**src/rtl/instruction_fetch_if.sv**
```systemverilog
// Bundle of the fetch stage's ROM port, execute redirect input and IF/ID handshake.
// The master modport is the fetch stage; slave is the ROM/execute/decode side.
interface instruction_fetch_if #(
   parameter int unsigned ADDR_W = 16
);
   logic [ADDR_W-1:0] rom_address;
   logic [31:0]       rom_data;
   logic              redirect_valid;
   logic [ADDR_W-1:0] redirect_pc;
   logic              out_valid;
   logic              out_ready;
   logic [31:0]       out_instr;
   logic [ADDR_W-1:0] out_pc;

   modport master (
      output rom_address,
      input  rom_data,
      input  redirect_valid,
      input  redirect_pc,
      output out_valid,
      input  out_ready,
      output out_instr,
      output out_pc
   );

   modport slave (
      input  rom_address,
      output rom_data,
      output redirect_valid,
      output redirect_pc,
      input  out_valid,
      output out_ready,
      input  out_instr,
      input  out_pc
   );
endinterface

```
**src/rtl/instruction_fetch.sv**
```systemverilog
// Instruction fetch stage: owns the PC, reads the combinational ROM into the IF/ID
// register, handles execute redirects and halts permanently on a misaligned target.
module instruction_fetch #(
   parameter int unsigned      ADDR_W   = 16,
   parameter logic [ADDR_W-1:0] RESET_PC = '0
) (
   input  logic                clk,
   input  logic                reset_n,
   instruction_fetch_if.master bus,
   output logic                halted,
   output logic [ADDR_W-1:0]   fault_pc,
   output logic [31:0]         fetch_count
);

   typedef enum logic {
      RUN,
      HALTED
   } state_t;

   generate
      if (RESET_PC[1:0] != 2'b00) begin : g_bad_reset_pc
         $error("instruction_fetch: RESET_PC must be word-aligned");
      end
   endgenerate

   state_t            state_q, state_d;
   logic [ADDR_W-1:0] pc_q, pc_d;
   logic              out_valid_q, out_valid_d;
   logic [31:0]       out_instr_q, out_instr_d;
   logic [ADDR_W-1:0] out_pc_q, out_pc_d;
   logic [ADDR_W-1:0] fault_pc_q, fault_pc_d;
   logic [31:0]       fetch_count_q, fetch_count_d;
   logic              handshake;
   logic              reg_free;

   assign handshake = out_valid_q && bus.out_ready;
   assign reg_free  = !out_valid_q || bus.out_ready;

   always_ff @(posedge clk or negedge reset_n) begin
      if (!reset_n) begin
         state_q       <= RUN;
         pc_q          <= RESET_PC;
         out_valid_q   <= 1'b0;
         out_instr_q   <= '0;
         out_pc_q      <= '0;
         fault_pc_q    <= '0;
         fetch_count_q <= '0;
      end else begin
         state_q       <= state_d;
         pc_q          <= pc_d;
         out_valid_q   <= out_valid_d;
         out_instr_q   <= out_instr_d;
         out_pc_q      <= out_pc_d;
         fault_pc_q    <= fault_pc_d;
         fetch_count_q <= fetch_count_d;
      end
   end

   // A redirect outranks both fetch and stall; a handshake in the redirect cycle
   // still counts because decode already consumed that instruction.
   always_comb begin
      state_d       = state_q;
      pc_d          = pc_q;
      out_valid_d   = out_valid_q;
      out_instr_d   = out_instr_q;
      out_pc_d      = out_pc_q;
      fault_pc_d    = fault_pc_q;
      fetch_count_d = fetch_count_q + {31'd0, handshake};

      case (state_q)
         RUN: begin
            if (bus.redirect_valid) begin
               out_valid_d = 1'b0;
               if (bus.redirect_pc[1:0] != 2'b00) begin
                  state_d    = HALTED;
                  fault_pc_d = bus.redirect_pc;
               end else begin
                  pc_d = bus.redirect_pc;
               end
            end else if (reg_free) begin
               out_valid_d = 1'b1;
               out_instr_d = bus.rom_data;
               out_pc_d    = pc_q;
               pc_d        = pc_q + ADDR_W'(4);
            end
         end
         HALTED: begin
            out_valid_d = 1'b0;
         end
         default: begin
            state_d     = HALTED;
            out_valid_d = 1'b0;
         end
      endcase
   end

   assign bus.rom_address = pc_q;
   assign bus.out_valid   = out_valid_q;
   assign bus.out_instr   = out_instr_q;
   assign bus.out_pc      = out_pc_q;
   assign halted          = (state_q == HALTED);
   assign fault_pc        = fault_pc_q;
   assign fetch_count     = fetch_count_q;

endmodule

```
**src/flat_wrapper.sv**
```systemverilog
// flat-port wrapper written by rule: the top's interface ports become plain ports
module instruction_fetch_flat 
#(
   parameter int unsigned      ADDR_W   = 16,
   parameter logic [ADDR_W-1:0] RESET_PC = '0
)
  (clk, reset_n, halted, fault_pc, fetch_count, bus_rom_address, bus_rom_data, bus_redirect_valid, bus_redirect_pc, bus_out_valid, bus_out_ready, bus_out_instr, bus_out_pc);
  instruction_fetch_if #(.ADDR_W(ADDR_W)) bus_i ();
  input  logic clk;
  input  logic reset_n;
  output logic halted;
  output logic [ADDR_W-1:0] fault_pc;
  output logic [31:0] fetch_count;
  output wire logic [$bits(bus_i.rom_address)-1:0] bus_rom_address;
  input wire logic [$bits(bus_i.rom_data)-1:0] bus_rom_data;
  input wire logic [$bits(bus_i.redirect_valid)-1:0] bus_redirect_valid;
  input wire logic [$bits(bus_i.redirect_pc)-1:0] bus_redirect_pc;
  output wire logic [$bits(bus_i.out_valid)-1:0] bus_out_valid;
  input wire logic [$bits(bus_i.out_ready)-1:0] bus_out_ready;
  output wire logic [$bits(bus_i.out_instr)-1:0] bus_out_instr;
  output wire logic [$bits(bus_i.out_pc)-1:0] bus_out_pc;
  assign bus_rom_address = bus_i.rom_address;
  assign bus_i.rom_data = bus_rom_data;
  assign bus_i.redirect_valid = bus_redirect_valid;
  assign bus_i.redirect_pc = bus_redirect_pc;
  assign bus_out_valid = bus_i.out_valid;
  assign bus_i.out_ready = bus_out_ready;
  assign bus_out_instr = bus_i.out_instr;
  assign bus_out_pc = bus_i.out_pc;
  instruction_fetch #(.ADDR_W(ADDR_W), .RESET_PC(RESET_PC)) u_core (.clk(clk), .reset_n(reset_n), .bus(bus_i), .halted(halted), .fault_pc(fault_pc), .fetch_count(fetch_count));
endmodule
```
**config.mk**
```make
export PLATFORM = sky130hd
export DESIGN_NAME = instruction_fetch_flat
export DESIGN_NICKNAME = d
export VERILOG_FILES = /design/src/rtl/instruction_fetch_if.sv /design/src/rtl/instruction_fetch.sv /design/src/flat_wrapper.sv
export SDC_FILE = /design/constraint.sdc
export NUM_CORES = 1
export LEC_CHECK = 0
export ABC_AREA = 1
export CAP_MARGIN = 40
export CORE_ASPECT_RATIO = 1.1
export CORE_MARGIN = 1
export CORE_UTILIZATION = 47
export DETAILED_ROUTE_END_ITERATION = 10
export PLACE_DENSITY_LB_ADDON = 0.12
export SYNTH_ARGS = -nofsm -noshare
export SYNTH_HDL_FRONTEND = slang
export SYNTH_SLANG_ARGS = --single-unit
```
**constraint.sdc**
```tcl
create_clock -name clk -period 1.8 [get_ports clk]
set_input_delay 0.18 -clock clk [delete_from_list [all_inputs] [get_ports clk]]
set_output_delay 0.18 -clock clk [all_outputs]
set_load 0.05 [all_outputs]
```
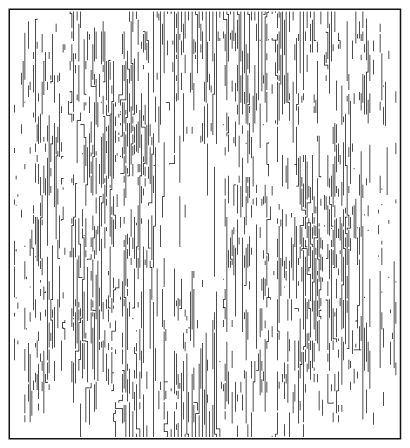
**Above:** the metal 2 layer.
The layer holds 52% of the routed length. 741 nets have wire on it. The longest straight run is 51.0 um. The wires run mostly vertical.

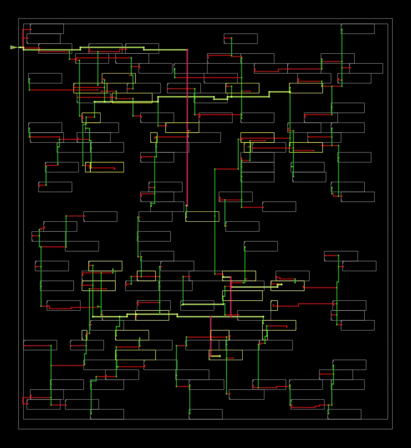
**Above:** clock wiring as the flow saved it.
Flop Count: 114
Late-Pin Clk Latency: 0.40 ns

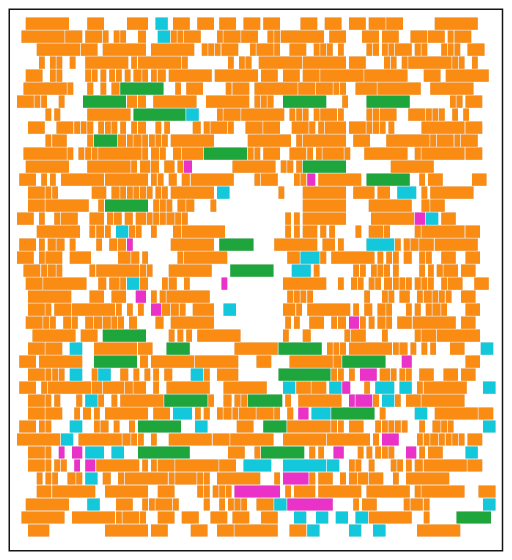
**Above:** drive-strength map.
_3 and _4 cells: in cyan, cells 48, share 5.7%. _0 and _1 cells: in orange, cells 746, share 88%. _6 and larger: in green, cells 26, share 3.1%. _2 cells: in magenta, cells 24, share 2.8%.

==> run summary <==
status = finished clean
Top class by area = sequential cells
Worst setup EP type = output pin
dpl cells = 961
Max FO, Critical Path = 2
Util after Layout = 70.9%
Antenna diodes = 0
most frequent cell after synthesis = nand2_1
minimum clock period = 1.76 ns
worst hold path type = input port to flop
Levels on crit path = 1
total gr overflow = 0
die span in y = 113 um
OpenROAD warnings = 30
nets = 890
clock skew = 0.00761 ns
routed wl met2 = 7170 um
yosys cell count = 648
hold endpoint = u_core.bus.out_instr[10]
# Max-Cap Violations = 0
Overall Global Routing Usage = 25.3%
Top area cell types = dfrtp_1 54%, nand2_1 20%, nor2_1 4.0%, inv_1 3.6%, o21ai_0 2.8%
initial antenna violation count = 0
RSZ-0062 raised after global routing = false
kind of critical path = flop to output pin
Worst-path clk slew = 0.05 ns
gpl congestion = 0.927
FP Util = 48.3%
crit-path leading delay family = buffers and inverters
largest area contributor in the netlist = dfrtp_1
Non-clk invs = 55
Non-CTS buffers = 183
Layout non-clock buf frac = 22.8%
Final Hold Viols = 0
Setup crit end = bus_out_pc[6]
metal1 wirelength = 5550 um
fin crit share = 98.0%
Initial DRT Pass Iterations = 5
critical path's slowest cell = clkdlybuf4s50_1
Critical Path RT = 1.62 ns
Max clock buf depth = 2
met2 Usage GRT = 43.6%
cell area after placement = 7150 um2
Core ar. = 10900 um2
Die W = 103 um
vias in the first global route = 4858
most instantiated logic cells after routing = 278 x nand2_1, 112 x dfrtp_1, 106 x clkdlybuf4s50_1
largest net degree at the start of global routing = 115
YS warnings = 0
r2r endpoint = u_core.fetch_count[26]
Avg Cell Area, Syn = 8.13 um2
TritonCTS Buffers = 17
CP Launch Type = flop
worst vdd ir = 616 uV
DRT Wirelength = 13800 um
Most Crowded Layer GR = met2
Fin Hold WS = 0.308 ns
Final setup viols = 0
area growth from synthesis to layout = 47.0%
Seq share, synth = 54.2%
Hold Path Origin = bus_rom_data[10]
slowest stage delay, CP = 0.82 ns
post-DP HPWL = 10100 um
overall power = 6.87 mW
H-Tree Depth = 4
vias per cell = 4.89
Reg2Reg Setup Slack = 0.14 ns
Async S/R FF share, synth = 100%
root buffer cell = clkbuf_16
initial drt markers = 199
cell count of the worst hold path = 3
Post-synth regs = 114
arrival time worst endpoint = 1.58 ns
top sig layer = met4
post-route ant nets = 0
clock sinks = 114
worst-margin pin slew = 0.612 ns
share of cells above drive strength 1 = 11.6%
drt drc = 0
vias = 4846
total negative slack = 0 ns
Yosys chip area = 5270 um2
Power Density = 887 nW/um2
met1 usage = 29.1%
Mapped Cells = 648
routed wl met3 = 735 um
leakage power = 4.05 nW
Port Buffers = 165
Post-Syn Nets = 704
slew margin rel. = 59.2%
Cell Chain, Critical Path = clkdlybuf4s50_1
Top cell area share = 54.2%
WL/cell = 13.9 um
top_reg_cell synth = dfrtp_1
CTS tree = done
Post-synth EDFFs = 0
Post-synth top cells = 279 x nand2_1, 114 x dfrtp_1, 56 x nor2_1
final setup margin = 0.0369 ns
combinational gate area = 2150 um2
die area = 11600 um2
Worst R2R Start = u_core.bus.out_valid
filler instances = 920
R2R depth = 11
first-pass GRT wire length = 22600 um
f_max = 567 MHz
CP Launch Point = u_core.bus.out_pc[6]
Synth cell types = 33
clock buffers = 23
Setup WS pre-CTS = -0.186 ns
Max Slew Vio Count = 0
CP Buf/Inv Count = 1
Well Taps = 147
Setup Fix Bufs, Post-CTS = 0
Clock-cell share = 7.53%
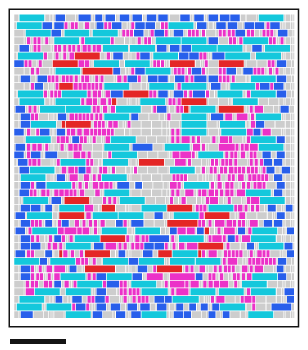
**Above:** placed cells, one colour a class.
Bar = 20 um. Fill, decap, tap and diode cells in grey.
clock drivers and dummy loads: in red, cells 29, share of their area 7.7%. combinational and other logic: in magenta, cells 518, share of their area 31%. remaining buffers and delay cells: in blue, cells 183, share of their area 23%. sequential cells: in cyan, cells 114, share of their area 38%.
flop share of the area: 36.9%
final instance area: 7740 um2
# rows: 40

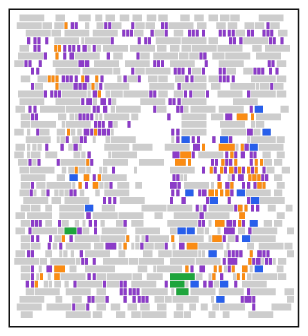
**Above:** gate families picked out.
xor and xnor cells: in blue, cells 20. fa/ha/maj cells: in green, cells 4, where bottom centre. nand cells: in purple, cells 318, where all over the die. nor cells: in orange, cells 75, where all over the die.
most frequent logic cell in the layout: nand2_1
fin cells: 991
Comb/total area: 27.7%

[where the power goes]
group,switching (mW),leakage (nW),internal (mW)
combinational,0.532,2.27,0.296
clock,1.06,0.289,2.25
sequential,0.0699,1.49,2.66
[repair_timing]
item,4_1_cts,5_1_grt
setup endpoints to repair,24,14
pin swaps,0,1
hold endpoints to repair,114,0
resized,24,11
hold buffers,1,0
[kinds of logic (layout without fill, tap and decap cells)]
kind of cell / after synthesis / in the layout / share of synthesized area, %
buf+inv: 71 / 267 / 5.42
xor+xnor: 20 / 20 / 3.33
flops: 114 / 114 / 54.2
simple gates: 394 / 394 / 31.4
fa+ha+maj: 4 / 4 / 0.951
compound gates: 45 / 45 / 4.71
Power is estimated from default activity; no workload was simulated.
